==> images/final_clocks.png <==
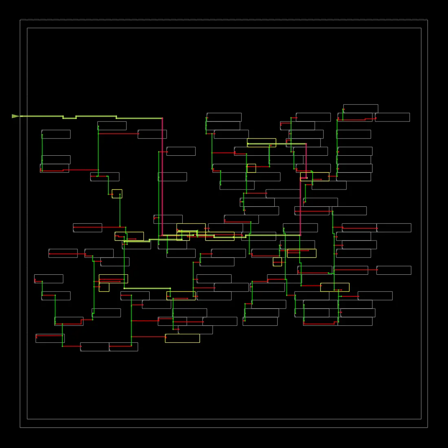
==> images/pins.png <==
Bar = 50 µm. Pins as bars across the die edge, other pins in grey.
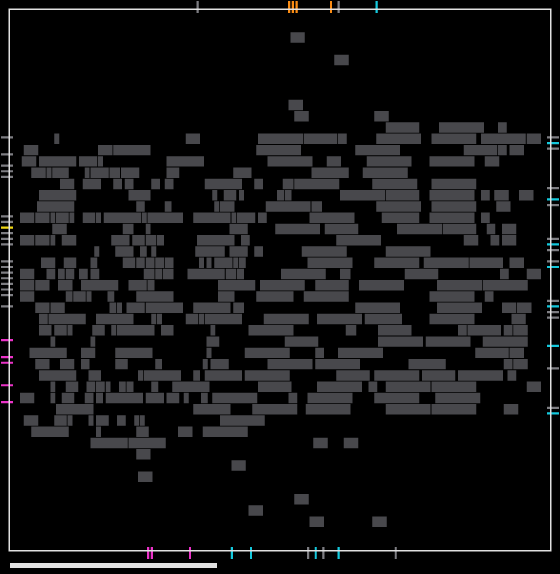
==> images/registers.png <==
Bar = 50 µm. Other sequential cells in the stronger grey, the rest of the logic in the fainter grey.
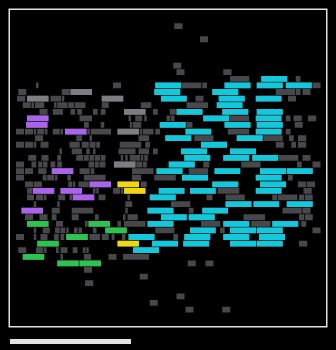
==> images/met1.png <==
Bar = 50 µm.
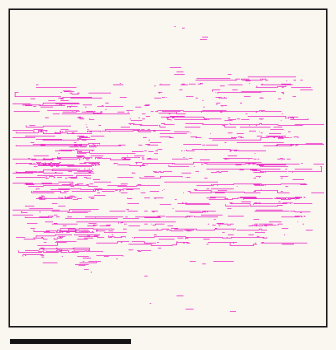
==> images/zoom.png <==
Bar = 20 µm. Region (40, 66) to (90, 116) µm. Cells in grey, sequential cells in the stronger grey; small squares are vias.
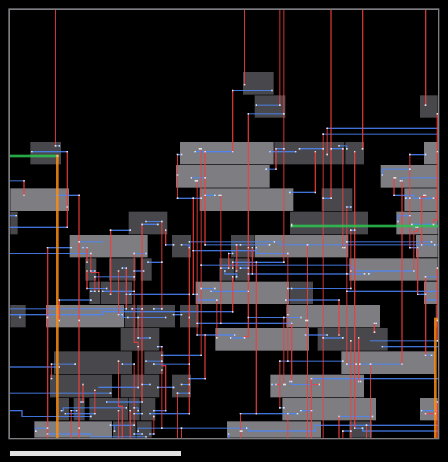
<file path="src/rtl/inst_encoder_if.sv">
// Load-session bundle: host instruction stream, instruction-memory write port and status.
// The slave modport is the encoder's view; master is the host/memory side.
interface inst_encoder_if #(
   parameter int AW = 8
);
   logic          start;
   logic          in_valid;
   logic          in_ready;
   logic [3:0]    in_op;
   logic [11:0]   in_field;
   logic          in_last;
   logic          mem_we;
   logic [AW-1:0] mem_addr;
   logic [15:0]   mem_wdata;
   logic          mem_ready;
   logic          busy;
   logic          done;
   logic          err;
   logic [AW:0]   word_count;

   modport slave (
      input  start, in_valid, in_op, in_field, in_last, mem_ready,
      output in_ready, mem_we, mem_addr, mem_wdata, busy, done, err, word_count
   );

   modport master (
      output start, in_valid, in_op, in_field, in_last, mem_ready,
      input  in_ready, mem_we, mem_addr, mem_wdata, busy, done, err, word_count
   );
endinterface

</file>
<file path="src/rtl/inst_encoder.sv">
// Packs {op, field} into 16-bit words, buffers them and writes instruction memory from address 0.
// One-cycle accept-to-write latency; in_ready drops on FIFO full or memory capacity, mem_ready low stalls writes.
module inst_encoder #(
   parameter int AW         = 8,
   parameter int FIFO_DEPTH = 4
) (
   input logic            clk,
   input logic            rst,
   inst_encoder_if.slave  bus
);
   localparam int PW = $clog2(FIFO_DEPTH);
   localparam logic [AW+1:0] CAP = {2'b01, {AW{1'b0}}};

   typedef enum logic [1:0] {S_IDLE, S_LOAD, S_DRAIN, S_DONE} state_t;

   state_t        state_q, state_d;
   logic [PW:0]   wr_ptr_q, wr_ptr_d;
   logic [PW:0]   rd_ptr_q, rd_ptr_d;
   logic [AW-1:0] addr_q, addr_d;
   logic [AW:0]   count_q, count_d;
   logic          err_q, err_d;
   logic [15:0]   fifo_q [FIFO_DEPTH];
   logic [15:0]   fifo_d [FIFO_DEPTH];

   logic [PW:0]   fifo_count;
   logic          fifo_empty, fifo_full, cap_ok, active;
   logic          in_ready, mem_we, xfer, legal;
   logic [AW+1:0] cap_sum;
   logic [15:0]   head;

   always_comb begin
      fifo_count = wr_ptr_q - rd_ptr_q;
      fifo_empty = (fifo_count == '0);
      fifo_full  = (fifo_count == (PW+1)'(FIFO_DEPTH));
      // Buffered words count against capacity so the memory can never be overrun
      cap_sum    = {1'b0, count_q} + (AW+2)'(fifo_count);
      cap_ok     = (cap_sum < CAP);
      active     = (state_q == S_LOAD) || (state_q == S_DRAIN);
      in_ready   = (state_q == S_LOAD) && !fifo_full && cap_ok;
      mem_we     = active && !fifo_empty && bus.mem_ready;
      xfer       = bus.in_valid && in_ready;
      legal      = (bus.in_op != 4'd8) && (bus.in_op < 4'd13);
      head       = fifo_q[rd_ptr_q[PW-1:0]];
   end

   always_comb begin
      state_d  = state_q;
      wr_ptr_d = wr_ptr_q;
      rd_ptr_d = rd_ptr_q;
      addr_d   = addr_q;
      count_d  = count_q;
      err_d    = err_q;
      fifo_d   = fifo_q;

      if (xfer && legal) begin
         fifo_d[wr_ptr_q[PW-1:0]] = {bus.in_op, bus.in_field};
         wr_ptr_d = wr_ptr_q + (PW+1)'(1);
      end
      if (mem_we) begin
         rd_ptr_d = rd_ptr_q + (PW+1)'(1);
         addr_d   = addr_q + AW'(1);
         count_d  = count_q + (AW+1)'(1);
      end

      case (state_q)
         S_IDLE: begin
            if (bus.start) begin
               state_d  = S_LOAD;
               addr_d   = '0;
               count_d  = '0;
               err_d    = 1'b0;
               wr_ptr_d = '0;
               rd_ptr_d = '0;
            end
         end
         S_LOAD: begin
            if (xfer) begin
               if (!legal) err_d = 1'b1;
               if (bus.in_last) state_d = S_DRAIN;
            end else if (!cap_ok) begin
               // Memory filled before the host marked its last instruction
               state_d = S_DRAIN;
               err_d   = 1'b1;
            end
         end
         S_DRAIN: begin
            if (fifo_empty || ((fifo_count == (PW+1)'(1)) && mem_we)) state_d = S_DONE;
         end
         default: state_d = S_IDLE;
      endcase
   end

   always_ff @(posedge clk or posedge rst) begin
      if (rst) begin
         state_q  <= S_IDLE;
         wr_ptr_q <= '0;
         rd_ptr_q <= '0;
         addr_q   <= '0;
         count_q  <= '0;
         err_q    <= 1'b0;
      end else begin
         state_q  <= state_d;
         wr_ptr_q <= wr_ptr_d;
         rd_ptr_q <= rd_ptr_d;
         addr_q   <= addr_d;
         count_q  <= count_d;
         err_q    <= err_d;
      end
   end

   // Storage needs no reset: the read side is masked whenever the buffer is empty
   always_ff @(posedge clk) begin
      fifo_q <= fifo_d;
   end

   assign bus.in_ready   = in_ready;
   assign bus.mem_we     = mem_we;
   assign bus.mem_addr   = addr_q;
   assign bus.mem_wdata  = fifo_empty ? 16'h0000 : head;
   assign bus.busy       = active;
   assign bus.done       = (state_q == S_DONE);
   assign bus.err        = err_q;
   assign bus.word_count = count_q;
endmodule

</file>
<file path="src/flat_wrapper.sv">
// flat-port wrapper written by rule: the top's interface ports become plain ports
module inst_encoder_flat 
#(
   parameter int AW         = 8,
   parameter int FIFO_DEPTH = 4
)
  (clk, rst, bus_start, bus_in_valid, bus_in_op, bus_in_field, bus_in_last, bus_mem_ready, bus_in_ready, bus_mem_we, bus_mem_addr, bus_mem_wdata, bus_busy, bus_done, bus_err, bus_word_count);
  inst_encoder_if #(.AW(AW)) bus_i ();
  input logic clk;
  input logic rst;
  input wire logic [$bits(bus_i.start)-1:0] bus_start;
  input wire logic [$bits(bus_i.in_valid)-1:0] bus_in_valid;
  input wire logic [$bits(bus_i.in_op)-1:0] bus_in_op;
  input wire logic [$bits(bus_i.in_field)-1:0] bus_in_field;
  input wire logic [$bits(bus_i.in_last)-1:0] bus_in_last;
  input wire logic [$bits(bus_i.mem_ready)-1:0] bus_mem_ready;
  output wire logic [$bits(bus_i.in_ready)-1:0] bus_in_ready;
  output wire logic [$bits(bus_i.mem_we)-1:0] bus_mem_we;
  output wire logic [$bits(bus_i.mem_addr)-1:0] bus_mem_addr;
  output wire logic [$bits(bus_i.mem_wdata)-1:0] bus_mem_wdata;
  output wire logic [$bits(bus_i.busy)-1:0] bus_busy;
  output wire logic [$bits(bus_i.done)-1:0] bus_done;
  output wire logic [$bits(bus_i.err)-1:0] bus_err;
  output wire logic [$bits(bus_i.word_count)-1:0] bus_word_count;
  assign bus_i.start = bus_start;
  assign bus_i.in_valid = bus_in_valid;
  assign bus_i.in_op = bus_in_op;
  assign bus_i.in_field = bus_in_field;
  assign bus_i.in_last = bus_in_last;
  assign bus_i.mem_ready = bus_mem_ready;
  assign bus_in_ready = bus_i.in_ready;
  assign bus_mem_we = bus_i.mem_we;
  assign bus_mem_addr = bus_i.mem_addr;
  assign bus_mem_wdata = bus_i.mem_wdata;
  assign bus_busy = bus_i.busy;
  assign bus_done = bus_i.done;
  assign bus_err = bus_i.err;
  assign bus_word_count = bus_i.word_count;
  inst_encoder #(.AW(AW), .FIFO_DEPTH(FIFO_DEPTH)) u_core (.clk(clk), .rst(rst), .bus(bus_i));
endmodule
</file>
<file path="config.mk">
export PLATFORM = sky130hd
export DESIGN_NAME = inst_encoder_flat
export DESIGN_NICKNAME = d
export VERILOG_FILES = /design/src/rtl/inst_encoder_if.sv /design/src/rtl/inst_encoder.sv /design/src/flat_wrapper.sv
export SDC_FILE = /design/constraint.sdc
export NUM_CORES = 1
export LEC_CHECK = 0
export CAP_MARGIN = 20
export CORE_MARGIN = 2
export CORE_UTILIZATION = 25
export CTS_CLUSTER_SIZE = 40
export DETAILED_ROUTE_END_ITERATION = 12
export PLACE_DENSITY = 0.52
export RECOVER_POWER = 25
export SYNTH_ARGS = -nofsm -noshare
export SYNTH_HDL_FRONTEND = slang
export SYNTH_SLANG_ARGS = --single-unit
</file>
<file path="constraint.sdc">
create_clock -name clk -period 9.85 [get_ports clk]
set_input_delay 0.985 -clock clk [delete_from_list [all_inputs] [get_ports clk]]
set_output_delay 0.985 -clock clk [all_outputs]
set_load 0.02 [all_outputs]
</file>
==> run notes <==
Notes on the physical implementation.

- For the pin with the worst max-slew slack, the measured transition is between 1 and 1.5 ns.
- The type of the most critical hold path is flop to flop, for reference.
- The report lists the power per cell area as 302 nW/µm².
- For the sequential group, total power comes out at 495 µW.
- The largest voltage drop on the vdd net is 0.000135 V, for reference.
- The kind of cell with the highest combined delay along the critical path is flip-flops.
- By instance count after routing, the leading logic cell types are sky130_fd_sc_hd__edfxtp_1, sky130_fd_sc_hd__clkdlybuf4s50_1, sky130_fd_sc_hd__dfrtp_1.
- The run finished with clean final reports.
- The final report lists the setup-violating endpoint count as 0.
- The via count of the first global-routing pass is ~2400.
- The post-cts hold buffer count is 0, for reference.
- The area fraction in mux cells is 9.81%, for reference.
- Wire segments on met2 add up to around 3900 µm in the final route.
- The busiest layer in global routing is met2, for reference.
- The heaviest power group is combinational logic, for reference.
- The signal on the critical path passes through inv_1 > fa_1 > xor3_2 > inv_2 > ha_1 > a21oi_1 > a211oi_2 > a211oi_1 > clkdlybuf4s50_1.
- The routed design shows a wire length per standard cell of 14.9 µm.
- The clock distribution power is ~340 µW, for reference.
- For this run the detailed placement stage logged an HPWL of approximately 5400 µm.
- Post-route period utilization is reported as between 40% and 50%.
-- final_clocks.png (at the start) --
CTS sink cnt: 90
number of flip-flops and latches: 90
clkbuf count: 9

-- pins.png (at the start) --
Yellow is bus_in_last, pins 1, direction input, edge left. Cyan is bus_in_field, pins 12, direction input, edge 7 right, 4 bottom, 1 top. Orange is bus_in_op, pins 4, direction input, edge top. Magenta is bus_mem_addr, pins 8, direction output, edge 5 left, 3 bottom.

-- registers.png (at the start) --
Green is u_core.bus.mem_addr, placed flops 8, where bottom left. Cyan is u_core.fifo_q, placed flops 64. Yellow is u_core.rd_ptr_q, placed flops 3. Purple is u_core.bus.word_count, placed flops 9, where left middle.

-- met1.png (at the start) --
The wires run mostly horizontal. The layer carries 3810 µm of wire.
routed wire length: 8150 µm
met1 demand-to-capacity share in global routing: 14.1%

-- zoom.png (at the start) --
Green is met3. Red is met2. Blue is met1. Orange is met4.
Most frequent: edfxtp_1 (13), ha_1 (5). 54 logic cells have their middle in the window. Netlist names of flops here include u_core.fifo_q (13), u_core.wr_ptr_q (3). Sequential cells in the window: 17.

==> registers in the layout (all words and copies together) (netlist names) <==
| name | cells |
|---|---|
| u_core.fifo_q | 64 |
| u_core.bus.err | 1 |
| u_core.wr_ptr_q | 3 |
| u_core.rd_ptr_q | 3 |
| u_core.state_q | 2 |
| u_core.bus.mem_addr | 8 |
| u_core.bus.word_count | 9 |
==> cells in the mapped netlist (7+ instances only) <==
master	instances	area, µm²
sky130_fd_sc_hd__nand2_1	8	30.0
sky130_fd_sc_hd__xnor2_1	10	87.6
sky130_fd_sc_hd__mux4_2	16	360
sky130_fd_sc_hd__ha_1	14	175
sky130_fd_sc_hd__o21ai_0	7	35.0
sky130_fd_sc_hd__xor2_1	8	70.1
sky130_fd_sc_hd__inv_1	8	30.0
sky130_fd_sc_hd__edfxtp_1	64	1920
sky130_fd_sc_hd__nor2_1	24	90.1
sky130_fd_sc_hd__dfrtp_1	26	651
sky130_fd_sc_hd__nor2b_1	19	119
==> final cells by class <==
type / instances / share of cell area [%]
timing repair buffer: 63 / 12.0
clock buffer: 9 / 4.38
inverter: 9 / 0.657
multi-input combinational: 155 / 26.2
sequential: 90 / 50.0
tap: 216 / 5.26
clock inverter: 6 / 1.44
==> worst max-delay path by stage <==
stage / start / endpoint / slack, ns / depth (start not counted)
2_1_floorplan: u_core.rd_ptr_q[1] / bus_in_ready / 5.95 / 10
3_3_place_gp: u_core.rd_ptr_q[1] / bus_in_ready / 5.46 / 9
3_5_place_dp: u_core.rd_ptr_q[1] / bus_in_ready / 5.43 / 9
4_1_cts: u_core.rd_ptr_q[1] / bus_in_ready / 5.02 / 9
5_1_grt: u_core.rd_ptr_q[1] / bus_in_ready / 4.82 / 9
6_report: u_core.rd_ptr_q[1] / bus_in_ready / 5.07 / 9
No activity file was given, so power comes from the tool's default toggle rates.
